<file path="src/rtl/mmio_fabric.sv">
// mmio_fabric: CPU data-port MMIO decoder with stalled, acknowledged transactions to NSLV slave windows
// plus built-in LED/switch registers. Define MMIO_TIMEOUT_EN to enable the BUSY timeout and err_cnt.
module mmio_fabric #(
  parameter int unsigned          DW       = 32,
  parameter int unsigned          AW       = 32,
  parameter int unsigned          NSLV     = 4,
  parameter logic [NSLV*AW-1:0]   SLV_BASE = {NSLV{32'h0}},
  parameter logic [NSLV*AW-1:0]   SLV_MASK = {NSLV{32'hFFFFFFFF}},
  parameter logic [AW-1:0]        LED_ADDR = 32'h0000C000,
  parameter logic [AW-1:0]        SW_ADDR  = 32'h0000C001,
  parameter int unsigned          LED_W    = 10,
  parameter int unsigned          SW_W     = 10,
  parameter int unsigned          TIMEOUT  = 15
) (
  input  logic                 clk,
  input  logic                 rst_n,
  input  logic [AW-1:0]        addr,
  input  logic                 re,
  input  logic                 we,
  input  logic [DW-1:0]        wdata,
  output logic [DW-1:0]        rdata,
  output logic                 stall,
  output logic [NSLV-1:0]      slv_sel,
  output logic                 slv_re,
  output logic                 slv_we,
  output logic [AW-1:0]        slv_addr,
  output logic [DW-1:0]        slv_wdata,
  input  logic [NSLV*DW-1:0]   slv_rdata,
  input  logic [NSLV-1:0]      slv_ack,
  output logic [LED_W-1:0]     led,
  input  logic [SW_W-1:0]      sw,
  output logic [7:0]           err_cnt
);

  if (NSLV < 1 || NSLV > 8 || TIMEOUT < 1) begin : g_param_check
    $error("mmio_fabric: NSLV must be 1..8 and TIMEOUT at least 1");
  end

  localparam logic [DW-1:0] DEAD = DW'(32'h0000DEAD);

  typedef enum logic [1:0] {IDLE, BUSY, RESP} state_t;
  state_t state;

  logic [SW_W-1:0] sw_meta, sw_sync;
  logic            is_led, is_sw, slv_hit, found, ack_hit;
  logic [NSLV-1:0] hit_sel;
  logic [DW-1:0]   sel_rdata;

  // LED/SW decode outranks every window; among windows the lowest index wins.
  always_comb begin
    is_led  = (addr == LED_ADDR);
    is_sw   = (addr == SW_ADDR);
    hit_sel = '0;
    found   = 1'b0;
    for (int unsigned i = 0; i < NSLV; i++) begin
      if (!found && ((addr & SLV_MASK[i*AW +: AW]) == SLV_BASE[i*AW +: AW])) begin
        hit_sel[i] = 1'b1;
        found      = 1'b1;
      end
    end
    slv_hit = found && !is_led && !is_sw;
  end

  always_comb begin
    sel_rdata = '0;
    for (int unsigned i = 0; i < NSLV; i++) begin
      if (slv_sel[i]) sel_rdata = sel_rdata | slv_rdata[i*DW +: DW];
    end
    ack_hit = |(slv_ack & slv_sel);
  end

  assign stall = ((state == IDLE) && (re || we)) || (state == BUSY);

  always_ff @(posedge clk or negedge rst_n) begin
    if (!rst_n) begin
      sw_meta <= '0;
      sw_sync <= '0;
    end else begin
      sw_meta <= sw;
      sw_sync <= sw_meta;
    end
  end

`ifdef MMIO_TIMEOUT_EN
  localparam int unsigned CW_RAW = $clog2(TIMEOUT + 1);
  localparam int unsigned CW     = (CW_RAW < 4) ? 4 : ((CW_RAW > 16) ? 16 : CW_RAW);
  localparam logic [CW-1:0] CNT_LAST = CW'(TIMEOUT - 1);
  logic [CW-1:0] busy_cnt;
`else
  assign err_cnt = '0;
`endif

  always_ff @(posedge clk or negedge rst_n) begin
    if (!rst_n) begin
      state     <= IDLE;
      rdata     <= '0;
      slv_sel   <= '0;
      slv_re    <= 1'b0;
      slv_we    <= 1'b0;
      slv_addr  <= '0;
      slv_wdata <= '0;
      led       <= '0;
`ifdef MMIO_TIMEOUT_EN
      busy_cnt  <= '0;
      err_cnt   <= '0;
`endif
    end else begin
      case (state)
        IDLE: begin
          if (re || we) begin
            if (slv_hit) begin
              slv_sel   <= hit_sel;
              slv_re    <= re && !we;
              slv_we    <= we;
              slv_addr  <= addr;
              slv_wdata <= wdata;
`ifdef MMIO_TIMEOUT_EN
              busy_cnt  <= '0;
`endif
              state     <= BUSY;
            end else begin
              // A combined re+we is a write, so every write path answers zero.
              if (we)          rdata <= '0;
              else if (is_sw)  rdata <= DW'(sw_sync);
              else if (is_led) rdata <= '0;
              else             rdata <= DEAD;
              if (we && is_led) led <= wdata[LED_W-1:0];
              state <= RESP;
            end
          end
        end
        BUSY: begin
          if (ack_hit) begin
            rdata   <= slv_we ? '0 : sel_rdata;
            slv_sel <= '0;
            slv_re  <= 1'b0;
            slv_we  <= 1'b0;
            state   <= RESP;
          end
`ifdef MMIO_TIMEOUT_EN
          else if (busy_cnt == CNT_LAST) begin
            rdata   <= DEAD;
            slv_sel <= '0;
            slv_re  <= 1'b0;
            slv_we  <= 1'b0;
            if (err_cnt != 8'hFF) err_cnt <= err_cnt + 8'd1;
            state   <= RESP;
          end else begin
            busy_cnt <= busy_cnt + 1'b1;
          end
`endif
        end
        RESP:    state <= IDLE;
        default: state <= IDLE;
      endcase
    end
  end

endmodule

</file>
<file path="config.mk">
export PLATFORM = sky130hd
export DESIGN_NAME = mmio_fabric
export DESIGN_NICKNAME = d
export VERILOG_FILES = /design/src/rtl/mmio_fabric.sv
export SDC_FILE = /design/constraint.sdc
export NUM_CORES = 1
export LEC_CHECK = 0
export CAP_MARGIN = 20
export CORE_AREA = 2 2 127 129
export DETAILED_ROUTE_END_ITERATION = 10
export DIE_AREA = 0 0 129 131
export DONT_BUFFER_PORTS = 1
export GPL_ROUTABILITY_DRIVEN = 0
export PLACE_DENSITY = 0.55
export SYNTH_ARGS = -nofsm -noshare
export SYNTH_HDL_FRONTEND = slang
export SYNTH_SLANG_ARGS = --single-unit
</file>
<file path="constraint.sdc">
create_clock -name clk -period 2.75 [get_ports clk]
set_input_delay 0.55 -clock clk [delete_from_list [all_inputs] [get_ports clk]]
set_output_delay 0.55 -clock clk [all_outputs]
set_load 0.01 [all_outputs]
</file>
==> summary.txt, run 1 <==
Notes on the physical design

The hold slack is -0.171 ns. The maximum number of pins on one net before global-route repair is roughly 130. The total overflow left after global routing is 0. The data arrival time of the critical path is ~2.6 ns. The category of cells accounting for the largest share of critical-path delay is simple AND/OR/NAND/NOR gates. In the layout the commonest cells are dfrtp_1, mux2_2, nand2_1. The number of design-rule violations left by the first detailed-router iteration is just under 100. The count of warnings emitted by yosys is 0.

The I/O pin count is roughly 330. The share of the Yosys chip area taken by registers is 0.645. Summed over all failing endpoints, the final setup total negative slack is 0 ns. The chip occupies between 15000 and 20000 um2. The most crowded layer after global routing is met2.

Sequential power for this build is 0.00202 W. The design received a total of between 200 and 250 well taps at floorplan. The met2 routing resource usage after global routing is 0.187. Of the cells placed in the final design, the portion with a size suffix greater than 1 is 0.254. In this run the clock root is driven by a clkbuf_16. The run finished, with violations left. The clock latency at the later pin of the worst-skew pair is approximately 0.4 ns.

The final tally of max-slew violations is 0. At the pin with the least slew margin, the transition time is 0.791 ns. Row generation in the floorplan step produced between 40 and 50 rows. The final-report hold violation count is roughly 130.

STA classifies the critical path startpoint as a primary input. The initial antenna violation count is 7. Per the synthesis report, the adder-cell share of the synthesized area is 0. The group with the largest share of power is the clock network. The final reports fail on negative hold slack. Summed over all nets, wire length on met2 after detailed routing comes to 4880 um.

The synthesized instance count is about 390. The and-or/or-and share of the synthesized area is 0.0291. The XOR/XNOR share of the synthesized area is 0.

The clock group total power is 0.00238 W. The area fraction of the largest cell type after synthesis is 0.645. Per the TritonCTS log, the buffer count is 17.
-- run 1: worst paths after layout --
check / start / endpoint / slack [ns] / cells after the start
hold / removal: rst_n / slv_addr[18] / -0.17 / 0
setup / recovery: addr[11] / slv_wdata[21] / 0.47 / 6
setup reg to reg: slv_sel[0] / rdata[1] / 0.74 / 5
min in group clk: sw[6] / sw_meta[6] / 0.17 / 0
hold reg to reg: sw_meta[7] / sw_sync[7] / 0.34 / 0
max in group asynchronous: rst_n / rdata[0] / 2.74 / 0
-- run 1: stage by stage --
step                power, W  hold WS (ns)  utilization  instances
floorplan            0.00216         0.254            -        395
global placement     0.00217         0.257        0.341        589
detailed placement   0.00218         0.257        0.341        589
CTS                  0.00459        -0.192        0.382        621
global route         0.00470        -0.202        0.382        623
finish               0.00452        -0.171        0.383        627
Run 1, M3 wires:
(4 px per um)
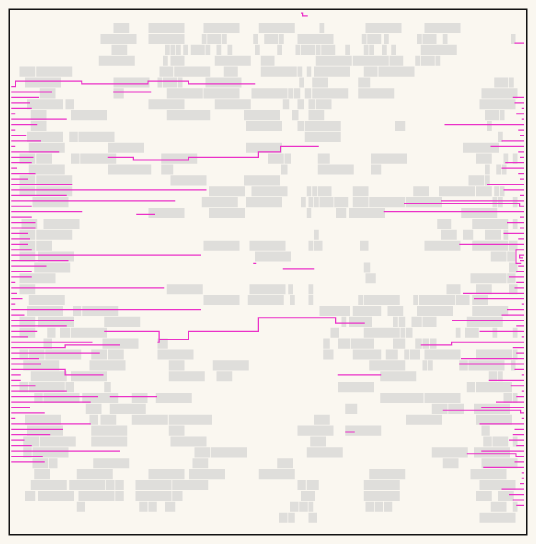
share of all routed wire: 13%
wire length on this layer: 1450 um
main direction: horizontal
met3 usage in global routing: 0.0875
number of vias after detailed routing: 2798
Post-Route WL: 10900 um

Run 1, placement density heat map:
(3 px per um) 13 x 13 tiles, from white (low) to dark blue (high), 0 to 100% covered.
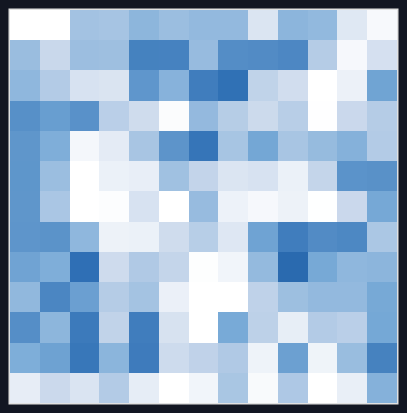
tiles over 75% full: 0.60%
nearly empty tiles: 9.5%
mean over tiles: 34%
Finished Core Util: 0.383
Initial Util: 0.326

Run 1, metal 1:
(2 px per um) Supply wires on this layer in gray.
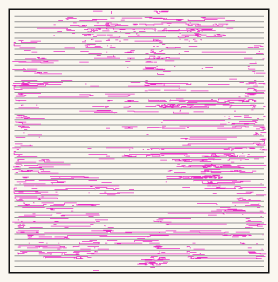
wire length on this layer: 4440 um
nets with wire on the layer: 438

Run 1, routed clock nets over the placement:
(3 px per um)
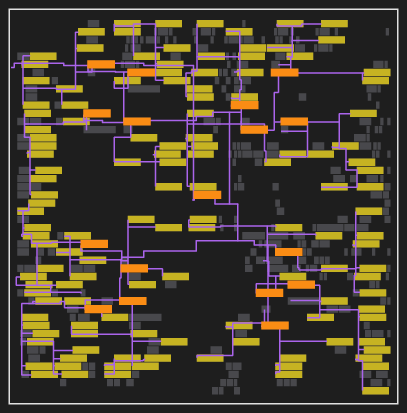

==> run 2, diff against run 1 <==
clock period = 2.2 ns   (was 2.75 ns; I/O delays follow)
Run 2, routed clock nets over the placement:
(3 px per um)
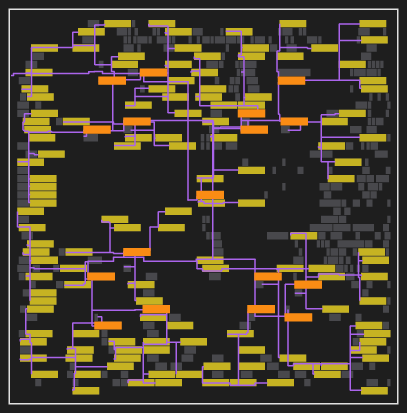
legend:
  flip-flops:
    color: yellow
    count: 131
  clock wires:
    color: purple
    length: 1690 um
  clock drivers:
    color: orange
    count: 17
routed clock nets: 18

==> summary.txt, run 2 <==
Notes on the physical design

The endpoint of the lowest-slack register-to-register path is slv_wdata[16]. According to the Yosys statistics, the synthesized design has a chip area of 5080 um2. The layout has 22 inverters outside the clock class. The nature of the critical path startpoint is a primary input. The and-or/or-and share of the synthesized area came to 0.0291 (unchanged). The number of nets with antenna violations after routing is 0. The worst slack at placement is -0.241 ns. On the final layout, the worst clock skew is between 0.004 and 0.005 ns. The final cell utilization of the core is 0.386 (+0.00321). The final critical path time including I/O delays and setup is between 2 and 2.5 ns. The site row count is 46 (unchanged).

The number of placed instances with taps included is 601 (+2.0%). The final layout contains 614 nets. The highest net fanout along the worst path is just over 60.

The met2 routing resource usage after global routing is 0.224 (+0.0364). The final total power is 0.00538 W (+19%). The synthesis report gives the async set-or-reset register share as 1.00.

The proportion of layout cells with a drive suffix above 1 is 0.278 (+0.0239). The area share of the leading cell type in the synthesized netlist is 0.645 (unchanged). The maximum number of pins on one net before global-route repair is 132 (unchanged).

The number of design-rule violations left by the first detailed-router iteration is 81 (-17%). The clock latency at the later pin of the worst-skew pair was 0.40 ns (about the same). Among logic cells in the layout, the one with the most instances is dfrtp_1.

The peak supply drop is 0.472 mV. The slack of the worst reg-to-reg path is 0.26 ns (-0.48 ns). The count of warnings emitted by yosys is 0 (unchanged). The largest registers in the layout are rdata x32, slv_addr x32, slv_wdata x32.

Sorting the Yosys area breakdown by cell type puts at the top dfrtp_1. The area overhead of the layout relative to synthesis is 18.5%. The initial core utilization was 0.326 (unchanged).

The commonest cells after synthesis are dfrtp_1, mux2_2, nand2_1. The clock tree buffer count of the final layout is 21. The initial antenna violation count is 5 (-2). The critical path starts at addr[26]. Per the timing report, the achievable frequency comes out to between 0.4 and 0.5 GHz. Setup repair after global routing left no endpoint under its margin. The hold slack is -0.269 ns (-0.0980 ns). The DRC violation count after routing is 0. Per the layout area report, the sequential fraction of cell area is 0.544. The I/O pin count is 331 (unchanged). The post-cts resize count is 0. The core area is between 15000 and 20000 um2. The setup TNS is 0 ns (unchanged). The depth of the worst register-to-register path is 4 (-1).

The number of buffers added by the clock tree synthesis step was 17 (unchanged). The final standard cell area without fillers is roughly 6000 um2. Global route summary, busiest routing layer listed as met2. The run finished, with violations left.

The cell area that synthesis handed to floorplanning was 5080 um2. The level count of the clock H-tree is 4. Per the cell usage report, the commonest logic cells after layout are dfrtp_1, mux2_2, nand2_1.

The met3 track demand over resource was 0.0928 (+0.00529). The die width is 129 um. The sequential fraction of the synthesis area is 0.645 (unchanged).

The root cell of the clock tree is clkbuf_16. Input and output buffers added on the ports amount to 0. The overall routing resource usage is 0.139. A synthesized cell averages approximately 13 um2. The final tally of max-slew violations is 0 (unchanged). The checks that failed: negative hold slack. The prevailing post-synth register cell is dfrtp_1. The count of non-CTS buffers in the layout is 19. The synthesized instance count is 385 (unchanged). The fraction of final cell area spent on non-clock buffers in this run is 0.0299. After detailed routing, the average wire length per cell comes to between 15 and 20 um. The transition time at the pin with the least slew margin is 0.501 ns (-0.290 ns). The flip-flop and latch count after synthesis is between 100 and 150. The clock net sink count is ~130. The final-report hold violation count is 131 (unchanged). The share of the cycle needed by the critical path after routing is 0.911.

The startpoint of the worst-slack reg-to-reg timing path is state[1]. Dividing the detail-routed via count by the number of cells gives between 4 and 5. The post-route non-filler standard cell count is 636 (+1.4%). The tapcell count is 216 (unchanged). The aggregate global routing overflow is 0 (unchanged).

The total met2 wirelength after detailed routing was 5610 um (+15%). The area of the die came to 16900 um2 (unchanged). The capturing element of the worst setup path is slv_wdata[16]. Of all the cell area in the finished design, the clock network holds 0.0952. The count of sequential standard cells is approximately 130. Detailed placement finished with a half-perimeter wire length of approximately 8300 um. The share of synthesized cell area in full adder, half adder and majority cells is 0 (unchanged). In the log, the iteration count for the first detailed-route pass is 4. The global-route wire length before repair is 17100 um. The power density over the cells is roughly 900 nW/um2.

The synthesized design contains 0 enable-type register cells. The XOR/XNOR share of the synthesized area is 0 (unchanged). The data arrival time of the critical path is 2.29 ns (-0.28 ns).
Run 2, metal 1:
(2 px per um) Supply wires on this layer in gray.
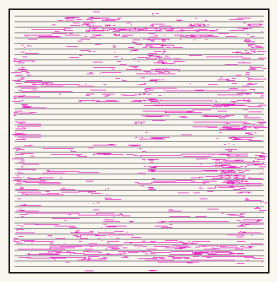
main direction: horizontal
wire length on this layer: 4340 um
longest straight run: 33.1 um
share of all routed wire: 38%
met1 Resource Use GR: 0.148
Post-Route WL: 11600 um
number of vias after detailed routing: 2888

[run 2: cell count changes in the layout (fill, tap and decap cells not counted), sizes merged]
cell / delta
buf: +12
inv: -1
diode: -3
clkbuf: +4
bufinv: -3
[run 2: report_power, final]
group / internal, W / total (W) / switching (W) / leakage, nW
clock: 0.00165 / 0.00267 / 0.00103 / 0.276
sequential: 0.00247 / 0.00253 / 0.0000617 / 1.75
combinational: 0.0000911 / 0.000172 / 0.0000810 / 0.842
[run 2: critical path, stage by stage]
cell and delay [ns]:
nor4_1 0.35, nand4_1 0.20, or3_4 0.41, nor3_4 0.16, buf_12 0.27, mux2_2 0.38
Run 2, M3 wires:
(4 px per um)
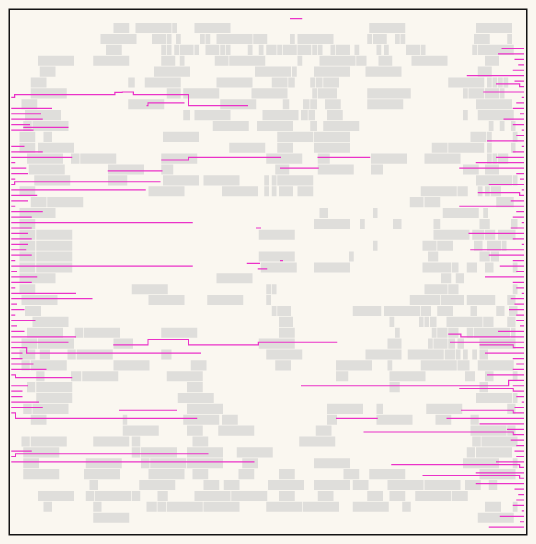

==> run 3, diff against run 2 <==
HOLD_SLACK_MARGIN = 0.12   (was not set)
Run 3, M3 wires:
(4 px per um)
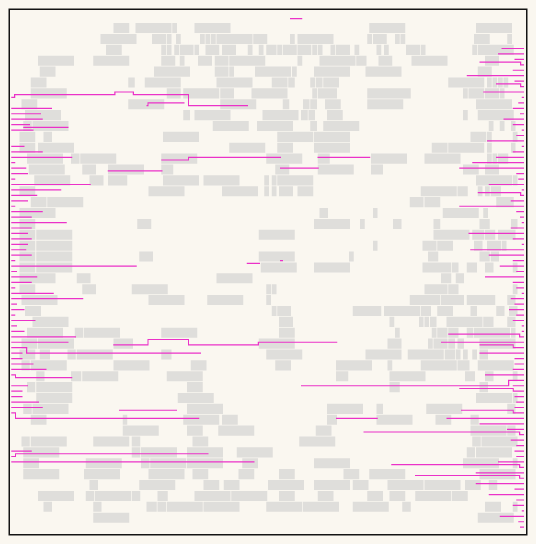
wire length on this layer: 1410 um
main direction: horizontal
share of all routed wire: 12%
nets with wire on the layer: 149
number of vias after detailed routing: 2912
Post-Route WL: 11600 um

Run 3, routed clock nets over the placement:
(3 px per um)
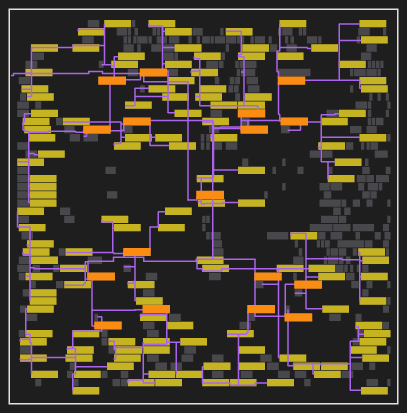
legend:
  clock drivers:
    color: orange
    count: 17
  clock wires:
    color: purple
    length: 1680 um
  flip-flops:
    color: yellow
    count: 131
flops lie: widely spread
routed clock nets: 18

==> summary.txt, run 3 <==
Notes on the physical design

Tracing the worst setup path back leads to its startpoint at addr[26]. The count of nets after finishing is 624 (+1.6%). The share of the cycle needed by the critical path after routing is 0.908 (-0.00296).

The synthesized instance count was 385 (unchanged). The met2 routing resource usage after global routing was 0.227 (+0.00311). The overall routing resource usage is 0.140 (+0.000789). The data arrival time of the critical path is 2.29 ns (about the same). The die width is 129 um (unchanged). The global-route wire length before repair is 17300 um (+1.3%). The number of buffers added by the clock tree synthesis step is 17 (unchanged). The final standard cell area without fillers is 6120 um2 (+1.6%). The transition time at the pin with the least slew margin was 0.500 ns (-0.00122 ns).

In the final layout, the registers with the most flip-flops are rdata x32, slv_addr x32, slv_wdata x32. The share of total power consumed by net switching was 0.218 (+0.000231). The cell internal power dissipation is 0.00422 W (+0.28%). The maximum number of pins on one net before global-route repair was 132 (unchanged). The final tally of max-slew violations is 0 (unchanged). The checks that failed: negative hold slack. The clock net sink count was 131 (unchanged). The depth of the worst register-to-register path is 4 (unchanged). The most crowded layer after global routing is met2. The flow ran to the end, but the final reports show violations. The core area is 15600 um2 (unchanged). The routed wire length per instance is 17.9 um (-1.3%). The number of nets with antenna violations after routing is 0 (unchanged). The initial antenna violation count came to 1 (-4). The site row count is 46 (unchanged). The I/O pin count was 331 (unchanged). The hold slack came to -0.269 ns (-0.000467 ns). The combinational group power is 0.000188 W (+9%). The maximum clock skew at final layout is 0.00524 ns (+0.000713 ns). The worst slack at placement was -0.241 ns (unchanged). The level count of the clock H-tree was 4 (unchanged). The relative contribution of sequential cells to total power is 0.469 (-0.002). The post-cts resize count was 0 (unchanged). The portion of total power attributed to combinational logic is 0.035 (+0.003). Setup repair after global routing left no endpoint under its margin. The area of the die is 16900 um2 (unchanged). The final-report hold violation count is 131 (unchanged). The flip-flop and latch count after synthesis is 131 (unchanged).
run 3: cell counts after synthesis:
No cell type changed its count.
run 3: final cells by class:
type,instances,area (um2),share of cell area
timing repair buffer,29,280,0.0458
clock buffer,21,470,0.0769
sequential,131,3280,0.536
tap,216,270,0.0442
inverter,22,82.6,0.0135
antenna,1,2.50,0.000409
clock inverter,11,103,0.0168
multi-input combinational,213,1630,0.266
run 3: cell families (layout without fill, tap and decap cells):
logic type,Yosys count,count (layout),share of synthesized area
muxes,75,75,0.162
AOI/OAI and AO/OA,20,20,0.0291
buffers and inverters,51,83,0.0497
other,1,12,0.000738
and+or+nand+nor,107,107,0.114
DFF,131,131,0.645
run 3: worst max-delay path, stage by stage:
cell and delay [ns]:
nor4_1 0.35, nand4_1 0.20, or3_4 0.41, nor3_4 0.16, buf_12 0.27, mux2_2 0.38
Power figures rest on the tool's default switching activity, not on a simulated workload.
